**src/rtl/icsp_phy.sv**
```systemverilog
// PIC24 ICSP bit engine: runs one SIX / REGOUT / ENTER / EXIT command at a time,
// generating PGCx, driving or releasing PGDx, and controlling MCLRn.
module icsp_phy #(
    parameter int unsigned HALF_PER  = 4,
    parameter int unsigned T_MCLR    = 50,
    parameter int unsigned T_ENTRY   = 100,
    parameter logic [31:0] ENTRY_KEY = 32'h4D434851
) (
    input  logic        clk50MHz,
    input  logic        rstn,
    input  logic        cmd_valid,
    output logic        cmd_ready,
    input  logic [1:0]  cmd_type,
    input  logic [23:0] cmd_data,
    output logic        rd_valid,
    output logic [15:0] rd_data,
    output logic        busy,
    output logic        PGCx,
    output logic        PGDx_out,
    output logic        PGDx_dir,
    input  logic        PGDx_in,
    output logic        MCLRn
);

    localparam logic [1:0] CmdSix    = 2'b00;
    localparam logic [1:0] CmdRegout = 2'b01;
    localparam logic [1:0] CmdEnter  = 2'b10;
    localparam logic [1:0] CmdExit   = 2'b11;

    localparam int unsigned CntMax = (HALF_PER > T_MCLR) ?
        ((HALF_PER > T_ENTRY) ? HALF_PER : T_ENTRY) :
        ((T_MCLR > T_ENTRY) ? T_MCLR : T_ENTRY);
    localparam int unsigned CntW = (CntMax > 1) ? $clog2(CntMax) : 1;

    localparam logic [CntW-1:0] HalfLast  = CntW'(HALF_PER - 1);
    localparam logic [CntW-1:0] MclrLast  = CntW'(T_MCLR - 1);
    localparam logic [CntW-1:0] EntryLast = CntW'(T_ENTRY - 1);

    function automatic logic [31:0] rev32(input logic [31:0] v);
        logic [31:0] r;
        for (int i = 0; i < 32; i++) begin
            r[i] = v[31-i];
        end
        return r;
    endfunction

    // The shifter always emits bit 0 first, so the MSb-first key is stored reversed.
    localparam logic [31:0] KeyRev = rev32(ENTRY_KEY);

    typedef enum logic [3:0] {
        StIdle,
        StMclrLo,
        StKey,
        StMclrHiWait,
        StEntryWait,
        StShift,
        StGap,
        StRead,
        StDone
    } state_e;

    state_e          state_q, state_d;
    logic [CntW-1:0] cnt_q, cnt_d;
    logic [5:0]      bit_q, bit_d;
    logic [1:0]      type_q, type_d;
    logic [31:0]     sh_q, sh_d;
    logic [15:0]     rsh_q, rsh_d;
    logic            pgc_q, pgc_d;
    logic            pgd_q, pgd_d;
    logic            dir_q, dir_d;
    logic            mclr_q, mclr_d;
    logic [15:0]     rd_data_q, rd_data_d;
    logic            rd_valid_q, rd_valid_d;

    logic            half_end;
    logic            cell_end;
    logic [CntW-1:0] cell_cnt;
    logic            cell_pgc;
    logic [5:0]      shift_last;

    always_ff @(posedge clk50MHz) begin
        if (!rstn) begin
            state_q    <= StIdle;
            cnt_q      <= '0;
            bit_q      <= '0;
            type_q     <= CmdSix;
            sh_q       <= '0;
            rsh_q      <= '0;
            pgc_q      <= 1'b0;
            pgd_q      <= 1'b0;
            dir_q      <= 1'b0;
            mclr_q     <= 1'b1;
            rd_data_q  <= '0;
            rd_valid_q <= 1'b0;
        end else begin
            state_q    <= state_d;
            cnt_q      <= cnt_d;
            bit_q      <= bit_d;
            type_q     <= type_d;
            sh_q       <= sh_d;
            rsh_q      <= rsh_d;
            pgc_q      <= pgc_d;
            pgd_q      <= pgd_d;
            dir_q      <= dir_d;
            mclr_q     <= mclr_d;
            rd_data_q  <= rd_data_d;
            rd_valid_q <= rd_valid_d;
        end
    end

    always_comb begin
        state_d    = state_q;
        cnt_d      = cnt_q;
        bit_d      = bit_q;
        type_d     = type_q;
        sh_d       = sh_q;
        rsh_d      = rsh_q;
        pgc_d      = pgc_q;
        mclr_d     = mclr_q;
        rd_data_d  = rd_data_q;
        rd_valid_d = 1'b0;

        // Each PGC half-phase lasts HALF_PER cycles; a cell ends on the last high cycle.
        half_end   = (cnt_q == HalfLast);
        cell_end   = pgc_q && half_end;
        cell_cnt   = half_end ? '0 : cnt_q + CntW'(1);
        cell_pgc   = pgc_q ^ half_end;
        shift_last = (type_q == CmdSix) ? 6'd27 : 6'd3;

        case (state_q)
            StIdle: begin
                pgc_d = 1'b0;
                if (cmd_valid) begin
                    type_d = cmd_type;
                    cnt_d  = '0;
                    bit_d  = '0;
                    case (cmd_type)
                        CmdSix: begin
                            sh_d    = {4'b0000, cmd_data, 4'b0000};
                            state_d = StShift;
                        end
                        CmdRegout: begin
                            sh_d    = 32'h0000_0001;
                            state_d = StShift;
                        end
                        CmdEnter: begin
                            sh_d    = KeyRev;
                            mclr_d  = 1'b0;
                            state_d = StMclrLo;
                        end
                        CmdExit: begin
                            mclr_d  = 1'b0;
                            state_d = StMclrLo;
                        end
                        default: state_d = StIdle;
                    endcase
                end
            end

            StMclrLo: begin
                if (cnt_q == MclrLast) begin
                    cnt_d = '0;
                    if (type_q == CmdEnter) begin
                        state_d = StKey;
                    end else begin
                        mclr_d  = 1'b1;
                        state_d = StDone;
                    end
                end else begin
                    cnt_d = cnt_q + CntW'(1);
                end
            end

            StKey: begin
                cnt_d = cell_cnt;
                pgc_d = cell_pgc;
                if (cell_end) begin
                    sh_d  = sh_q >> 1;
                    bit_d = bit_q + 6'd1;
                    if (bit_q == 6'd31) begin
                        bit_d   = '0;
                        state_d = StMclrHiWait;
                    end
                end
            end

            StMclrHiWait: begin
                if (cnt_q == MclrLast) begin
                    cnt_d   = '0;
                    mclr_d  = 1'b1;
                    state_d = StEntryWait;
                end else begin
                    cnt_d = cnt_q + CntW'(1);
                end
            end

            StEntryWait: begin
                if (cnt_q == EntryLast) begin
                    cnt_d   = '0;
                    state_d = StDone;
                end else begin
                    cnt_d = cnt_q + CntW'(1);
                end
            end

            StShift: begin
                cnt_d = cell_cnt;
                pgc_d = cell_pgc;
                if (cell_end) begin
                    sh_d  = sh_q >> 1;
                    bit_d = bit_q + 6'd1;
                    if (bit_q == shift_last) begin
                        bit_d   = '0;
                        state_d = (type_q == CmdSix) ? StDone : StGap;
                    end
                end
            end

            StGap: begin
                cnt_d = cell_cnt;
                pgc_d = cell_pgc;
                if (cell_end) begin
                    bit_d = bit_q + 6'd1;
                    if (bit_q == 6'd7) begin
                        bit_d   = '0;
                        state_d = StRead;
                    end
                end
            end

            StRead: begin
                cnt_d = cell_cnt;
                pgc_d = cell_pgc;
                // Sample on the first high cycle of each cell.
                if (pgc_q && (cnt_q == '0)) begin
                    rsh_d = {PGDx_in, rsh_q[15:1]};
                end
                if (cell_end) begin
                    bit_d = bit_q + 6'd1;
                    if (bit_q == 6'd15) begin
                        bit_d      = '0;
                        rd_data_d  = rsh_q;
                        rd_valid_d = 1'b1;
                        state_d    = StDone;
                    end
                end
            end

            StDone: begin
                cnt_d   = '0;
                pgc_d   = 1'b0;
                state_d = StIdle;
            end

            default: state_d = StIdle;
        endcase

        // Data only changes when a new cell starts, since sh_d only moves at cell ends.
        pgd_d = ((state_d == StShift) || (state_d == StKey)) ? sh_d[0] : 1'b0;
        dir_d = (state_d == StGap) || (state_d == StRead);
    end

    assign cmd_ready = (state_q == StIdle);
    assign busy      = ~cmd_ready;
    assign rd_valid  = rd_valid_q;
    assign rd_data   = rd_data_q;
    assign PGCx      = pgc_q;
    assign PGDx_out  = pgd_q;
    assign PGDx_dir  = dir_q;
    assign MCLRn     = mclr_q;

endmodule
```
**config.mk**
```make
export PLATFORM = sky130hd
export DESIGN_NAME = icsp_phy
export DESIGN_NICKNAME = d
export VERILOG_FILES = /design/src/rtl/icsp_phy.sv
export SDC_FILE = /design/constraint.sdc
export NUM_CORES = 1
export LEC_CHECK = 0
export CAP_MARGIN = 20
export CELL_PAD_IN_SITES_DETAIL_PLACEMENT = 1
export CELL_PAD_IN_SITES_GLOBAL_PLACEMENT = 2
export CORE_UTILIZATION = 30
export CTS_CLUSTER_SIZE = 24
export DETAILED_ROUTE_END_ITERATION = 12
export PLACE_DENSITY = 0.78
export SETUP_SLACK_MARGIN = 0.4
export SLEW_MARGIN = 25
export SYNTH_ARGS = -nofsm -noshare
export SYNTH_HDL_FRONTEND = slang
export SYNTH_SLANG_ARGS = --single-unit
```
**constraint.sdc**
```tcl
create_clock -name clk50MHz -period 6.9 [get_ports clk50MHz]
set_input_delay 1.38 -clock clk50MHz [delete_from_list [all_inputs] [get_ports clk50MHz]]
set_output_delay 1.38 -clock clk50MHz [all_outputs]
set_load 0.01 [all_outputs]
```
==> flow_summary.json <==
{
  "ys_ff": 88,
  "slew_viol_final": 0,
  "wl_um": 11160,
  "stdcell_count": 703,
  "clock_power_mw": 0.495,
  "clockPowerShare_pct": 40.6,
  "final_util_pct": 37.62,
  "status": "finished, final reports clean",
  "pwr-share-comb_pct": 14.4,
  "syn2layout_area_growth_pct": 21.50,
  "root_buffer": "clkbuf_16",
  "finalPower_mw": 1.219,
  "crit_buf_inv": 2,
  "end_kind": "flip-flop",
  "internal_power_mw": 0.8829,
  "grt_max_degree": 47,
  "path_cells": "clkdlybuf4s50_1, inv_1, ha_1, o21ai_0, a21oi_4, o21ai_4, a222oi_1, nor2_1",
  "swShare_pct": 27.56,
  "ys_cells": 489,
  "yosysTopAreaCell": "dfxtp_1",
  "final_common_cell": "dfxtp_1",
  "comb_power_mw": 0.176,
  "clk_pin_slew_ns": 0.07,
  "nClkBuffers": 10,
  "r2r_cells": 11,
  "clock_skew_ns": 0.003857,
  "top_cells_by_area": "dfxtp_1 (43%), nor2_1 (6.4%), nand2_1 (6.2%)",
  "ys_sh_xor_pct": 0.8477,
  "vias": 3610,
  "synthArstFlopShare_pct": 0,
  "maxSlewHeadroom_pct": 37.59,
  "clock.latency.late_pin_ns": 0.34,
  "rsz0062_at_grt": "no",
  "edf_count": 0,
  "wl_met2_um": 5253,
  "fill_cells": 1621,
  "die_h_um": 119.4,
  "antenna_left": 0,
  "top_layer": "met4",
  "p_seq_mw": 0.548,
  "comb_share_pct": 43.16,
  "holdCritPathClass": "flip-flop to flip-flop"
}
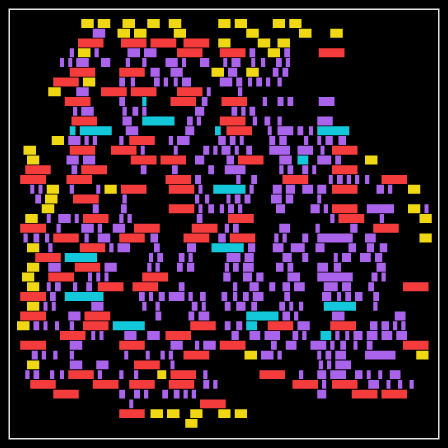
**Above:** placed cells, one colour a class.
remaining buffers and delay cells: shown in yellow, cells 53, share of their area 11%. clock drivers and dummy loads: shown in cyan, cells 16, share of their area 6.2%. registers: shown in red, cells 88, share of their area 37%. remaining logic cells: shown in purple, cells 370, share of their area 46%.

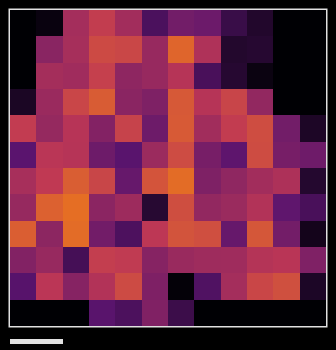
**Above:** cell density map.
Bar = 20 um. 12 x 12 tiles, from black (low) to pale yellow (high), 0 to 100% covered.
14% of the tiles are nearly empty. The fullest tile reaches 66%. The mean over all tiles is 34%.

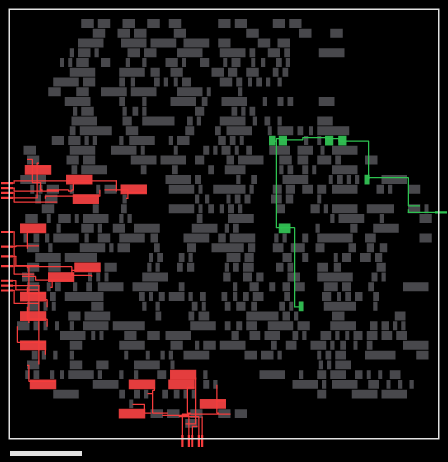
**Above:** I/O nets highlighted.
Bar = 20 um.
rd_data: shown in red, bits 16, direction output, edge 11 left, 5 bottom, end cells 16, buffers 16, wire 465 um. cmd_valid: shown in green, bits 1, direction input, edge right, end cells 7, buffers 1, wire 124 um.

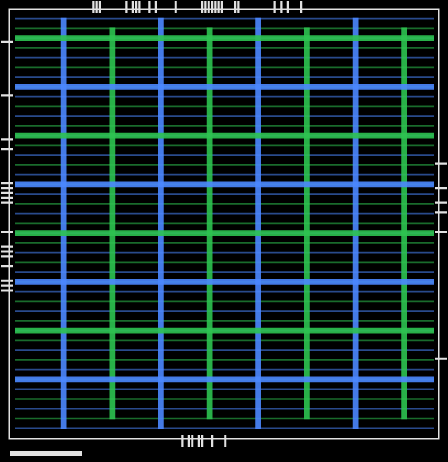
**Above:** supply network.
Bar = 20 um. Pins as bars on the die edge.
VDD: shown in green. VSS: shown in blue.
The core has 42 rows. 8 straps on met4.

Power is estimated from default activity; no workload was simulated.
